===== config.mk =====
export PLATFORM = sky130hd
export DESIGN_NAME = mvmult_row_sequencer
export DESIGN_NICKNAME = d
export VERILOG_FILES = /design/src/rtl/mvmult_row_sequencer.sv
export SDC_FILE = /design/constraint.sdc
export NUM_CORES = 1
export LEC_CHECK = 0
export ABC_AREA = 1
export CORE_AREA = 2 2 195 197
export CTS_BUF_LIST = sky130_fd_sc_hd__clkbuf_8
export DETAILED_ROUTE_END_ITERATION = 6
export DIE_AREA = 0 0 197 199
export GPL_ROUTABILITY_DRIVEN = 0
export SYNTH_ARGS = -nofsm -noshare
export SYNTH_HDL_FRONTEND = slang
export SYNTH_SLANG_ARGS = --single-unit

===== constraint.sdc =====
create_clock -name clk -period 9.9 [get_ports clk]
set_clock_uncertainty 0.1 [all_clocks]
set_input_delay 1.98 -clock clk [delete_from_list [all_inputs] [get_ports clk]]
set_output_delay 1.98 -clock clk [all_outputs]
set_load 0.1 [all_outputs]

===== src/rtl/mvmult_row_sequencer.sv =====
// rtl/mvmult_row_sequencer.sv - one-row dot-product sequencer over ROM/vector memories
// Define MVSEQ_SAT_EN to clamp the rescaled result instead of wrapping it.
module mvmult_row_sequencer #(
  parameter int DATA_W = 16,
  parameter int ADDR_W = 3,
  parameter int N_COLS = 8,
  parameter int FRAC_W = 12,
  parameter int ACC_W  = 40
) (
  input  logic              clk,
  input  logic              reset,
  input  logic              start,
  output logic              busy,
  output logic              done,
  output logic [ADDR_W-1:0] rom_address0,
  output logic              rom_ce0,
  input  logic [DATA_W-1:0] rom_q0,
  output logic [ADDR_W-1:0] vec_address0,
  output logic              vec_ce0,
  input  logic [DATA_W-1:0] vec_q0,
  output logic [DATA_W-1:0] y_out,
  output logic              y_valid,
  input  logic              y_ready
);

  typedef enum logic [1:0] {S_IDLE, S_RUN, S_DRAIN, S_OUT} state_t;

  localparam logic [ADDR_W-1:0] K_LAST = ADDR_W'(N_COLS - 1);

  state_t                   state_q, state_d;
  logic [ADDR_W-1:0]        k_q, k_d;
  logic signed [ACC_W-1:0]  acc_q, acc_d;
  logic [DATA_W-1:0]        y_q, y_d;
  logic                     done_q, done_d;

  logic signed [2*DATA_W-1:0] prod;
  logic signed [ACC_W-1:0]    sum;
  logic [DATA_W-1:0]          y_next;

  // Operands are sign-extended to the product width so the low 2*DATA_W bits are exact.
  assign prod = $signed({{DATA_W{rom_q0[DATA_W-1]}}, rom_q0}) *
                $signed({{DATA_W{vec_q0[DATA_W-1]}}, vec_q0});
  assign sum  = acc_q + $signed({{(ACC_W-2*DATA_W){prod[2*DATA_W-1]}}, prod});

`ifdef MVSEQ_SAT_EN
  localparam logic signed [ACC_W-1:0] Y_MAX = {{(ACC_W-DATA_W+1){1'b0}}, {(DATA_W-1){1'b1}}};
  localparam logic signed [ACC_W-1:0] Y_MIN = {{(ACC_W-DATA_W+1){1'b1}}, {(DATA_W-1){1'b0}}};

  logic signed [ACC_W-1:0] shifted;
  assign shifted = sum >>> FRAC_W;

  always_comb begin
    if (shifted > Y_MAX)      y_next = {1'b0, {(DATA_W-1){1'b1}}};
    else if (shifted < Y_MIN) y_next = {1'b1, {(DATA_W-1){1'b0}}};
    else                      y_next = shifted[DATA_W-1:0];
  end
`else
  assign y_next = sum[FRAC_W +: DATA_W];
`endif

  always_comb begin
    state_d = state_q;
    k_d     = k_q;
    acc_d   = acc_q;
    y_d     = y_q;
    done_d  = 1'b0;
    case (state_q)
      S_IDLE: begin
        if (start) begin
          acc_d   = '0;
          k_d     = '0;
          state_d = S_RUN;
        end
      end
      S_RUN: begin
        // Read data lags the address by one cycle, so the first RUN cycle has nothing to add.
        if (k_q != '0) acc_d = sum;
        if (k_q == K_LAST) state_d = S_DRAIN;
        else               k_d     = k_q + ADDR_W'(1);
      end
      S_DRAIN: begin
        acc_d   = sum;
        y_d     = y_next;
        state_d = S_OUT;
      end
      S_OUT: begin
        if (y_ready) begin
          done_d  = 1'b1;
          state_d = S_IDLE;
        end
      end
      default: state_d = S_IDLE;
    endcase
  end

  always_ff @(posedge clk) begin
    if (reset) begin
      state_q <= S_IDLE;
      k_q     <= '0;
      acc_q   <= '0;
      y_q     <= '0;
      done_q  <= 1'b0;
    end else begin
      state_q <= state_d;
      k_q     <= k_d;
      acc_q   <= acc_d;
      y_q     <= y_d;
      done_q  <= done_d;
    end
  end

  assign busy         = (state_q != S_IDLE);
  assign done         = done_q;
  assign rom_ce0      = (state_q == S_RUN);
  assign vec_ce0      = rom_ce0;
  assign rom_address0 = k_q;
  assign vec_address0 = k_q;
  assign y_out        = y_q;
  assign y_valid      = (state_q == S_OUT);

endmodule


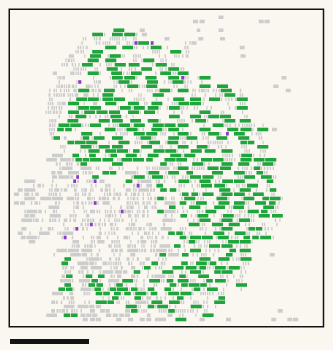
*Selected gate families*
Bar = 50 µm.
[and/or cells] purple | cells: 14 | most used: or2_1
[fa/ha/maj cells] green | cells: 352 | most used: fa_1
most numerous logic cell after layout: inv_1
logic share of the area: 0.685
Cell Count, Final, Fillers Out: 2178

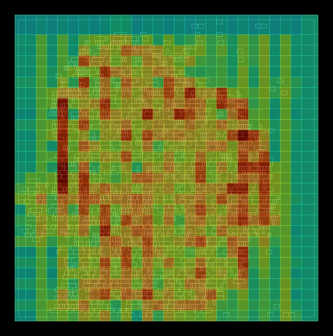
*Congestion heat map*
Finished Core Util: 0.371
met2 Usage GRT: 0.299
GRT met1 Usage: 0.240
GRT Total Usage: 0.173
most crowded layer after global routing: met2

==> results.toml <==
# generated from flow reports
[status]
status = "finished, final reports clean"

[global_routing]
grt_max_degree = 40
overflow = 0
grt_pass1_vias = 10700
antenna_found_initial = 1
met3_usage = 0.0114

[hold_path]
whs_endpoint = "acc_q[21]"
hp-class = "reg -> reg"
hp-start = "acc_q[21]"

[cts]
holdBufCountCts = 0
cts_buffers = 5
cts_sinks = 50
tritoncts = "yes"
post_cts_buffers = 0
cts_root_buffer = "clkbuf_8"
postCtsResizedCells = 0
worstSkewPairLatency_ns = 0.33
clkTransAtPathRegs_ns = 0.11
cts_buffer_depth = 2

[layout]
drive_gt1_frac = 0.0352
flop_area_mm2 = 0.00100
area_delta_synth_final_pct = 7.92
comb_area_mm2 = 0.00945
nFillCells = 3870
fin_area_mm2 = 0.0138

[worst_setup_path]
cp.required_ns = 10.03
cp-end-kind = "flop"
worstPathArrival_ns = 8.37
crit_top_cell = "inv_1"
slowest_delay_ns = 0.96
r2r_start = "acc_q[15]"
critical_path.startpoint_type = "input pin"
critPathMaxFanout = 16
rrSetupSlack_ns = 4.96
slowest_stage = "clkdlybuf4s50_1"
rr_worst_depth = 20
path_class = "in -> reg"

[logic_synthesis]
synthCells = 1701
yosys_warnings = 0
synth.most_common_cell = "inv_1"
ys_async_sr_fraction = 0
synth-main-ff-cell = "dfxtp_1"
syn_avg_cell_area_um2 = 7.51
yosysSeqAreaShare = 0.0783
top_cells_by_count = "inv_1, nand2_1, fa_1"
synthesis.area_mm2 = 0.0128
ys_chip_area_mm2 = 0.0128
fp_nets = 2089
ys_types = 42
yosys-top-cells-area = "fa_1, inv_1, nand2_1"

[routing]
drtAntennaViolNets = 0
drcViolationCount = 0
viasPerCell = 4.58
drtPass1Iterations = 5
routed_wl_um = 31800

[floorplanning]
fp-utilization = 0.344
die-area_mm2 = 0.0392
core_area_mm2 = 0.0371
die_y_um = 199
ios = 63

[job]
maxCapViolations = 0

[final_timing]
finalSetupViolations = 0
worst_pin_slew_ns = 1.08
clock.fmax_mhz = 121
finalHoldViolCount = 0
final.period_utilization = 0.832
relSlewSlack = 0.278
rsz0062_at_grt = "false"
hold_ws_ns = 0.383
drv_slew = 0

[placement]
numPortBuffers = 62
hpwl_um = 27200
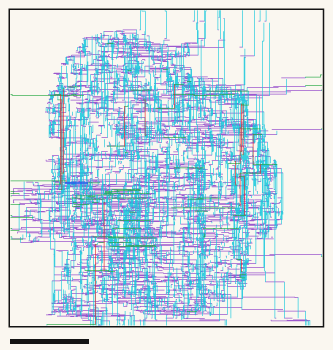
*Metal layers overlaid*
Bar = 50 µm.
[M5] blue | wire length: 12.9 µm
[M4] red | wire length: 498 µm
[M3] green | wire length: 894 µm
[M1] purple | wire length: 15000 µm
[M2] cyan | wire length: 15400 µm
routed vias: 9979
drt wl/cell: 14.6 µm

==> cell type report <==
| class | count | area share |
|---|---|---|
| Clock buffer | 5 | 0.00499 |
| Inverter | 533 | 0.145 |
| Multi-Input combinational cell | 1046 | 0.685 |
| Sequential cell | 50 | 0.0726 |
| Timing Repair Buffer | 67 | 0.0477 |
| Tap cell | 474 | 0.0430 |
| Clock inverter | 3 | 0.00163 |
==> per-layer routing <==
layer | wire, µm | part of all wire | vias to the layer above
li1 | - | - | 4839
met1 | 15000 | 0.47 | 4940
met2 | 15400 | 0.48 | 161
met3 | 893 | 0.028 | 37
met4 | 498 | 0.016 | 2
met5 | 12 | 0.00038 | -
==> layout by cell type, fill, tap and decap left out, types with 2 or more instances in the layout <==
| cell | instances |
|---|---|
| inv_6 | 2 |
| o211ai_1 | 10 |
| nand3_2 | 6 |
| nand3b_1 | 2 |
| xor2_1 | 5 |
| o21ai_0 | 17 |
| ha_1 | 97 |
| nor2_1 | 54 |
| o211ai_2 | 2 |
| xnor2_1 | 2 |
| a31o_2 | 2 |
| a211oi_1 | 7 |
| a21oi_1 | 56 |
| buf_4 | 5 |
| dfxtp_1 | 50 |
| nor3_1 | 6 |
| nand4_1 | 8 |
| fa_1 | 255 |
| inv_2 | 10 |
| o21ai_1 | 5 |
| nand2_2 | 13 |
| a31oi_1 | 3 |
| or2_1 | 9 |
| nand3_1 | 47 |
| o21bai_1 | 4 |
| a21o_1 | 4 |
| clkdlybuf4s50_1 | 62 |
| nand2_1 | 413 |
| nor2_2 | 3 |
| a21oi_2 | 4 |
| o31ai_1 | 2 |
| or2_2 | 4 |
| clkbuf_8 | 5 |
| inv_1 | 522 |
==> worst max path at each step <==
stage,startpoint,cells after the start,to,slack (ns)
finish,vec_q0[1],26,y_out[15],1.66
global route,vec_q0[1],26,y_out[15],1.25
CTS,vec_q0[1],26,y_out[15],1.63
detailed placement,vec_q0[1],23,y_out[11],1.31
global placement,vec_q0[4],23,y_out[13],1.45
floorplan,vec_q0[3],24,y_out[11],2.47
==> flip-flops by register name, summed over array words and instances, names as in the netlist <==
name	cells
done	1
acc_q	28
y_out	16
state_q	2
rom_address0	3
==> cells by family (layout without fill, tap and decap cells) <==
| family | Yosys count | in the layout | share of synthesized area |
|---|---|---|---|
| xor+xnor | 7 | 7 | 0.00480 |
| buf+inv | 605 | 608 | 0.182 |
| fa+ha+maj | 352 | 352 | 0.494 |
| compound gates | 119 | 119 | 0.0560 |
| flops | 50 | 50 | 0.0783 |
| simple gates | 568 | 568 | 0.184 |
==> metrics by stage <==
stage               setup slack (ns)   util  instances
global placement                1.45  0.369       2170
finish                          1.66  0.371       2178
global route                    1.25  0.371       2178
floorplan                       2.47      -       1701
CTS                             1.63  0.371       2178
detailed placement              1.31  0.369       2170
==> critical path, delay by kind of cell <==
family          cells  cell delay, ns
simple gates        8            0.80
fa+ha+maj           7            3.59
buf+inv             8            1.49
compound gates      3            0.49
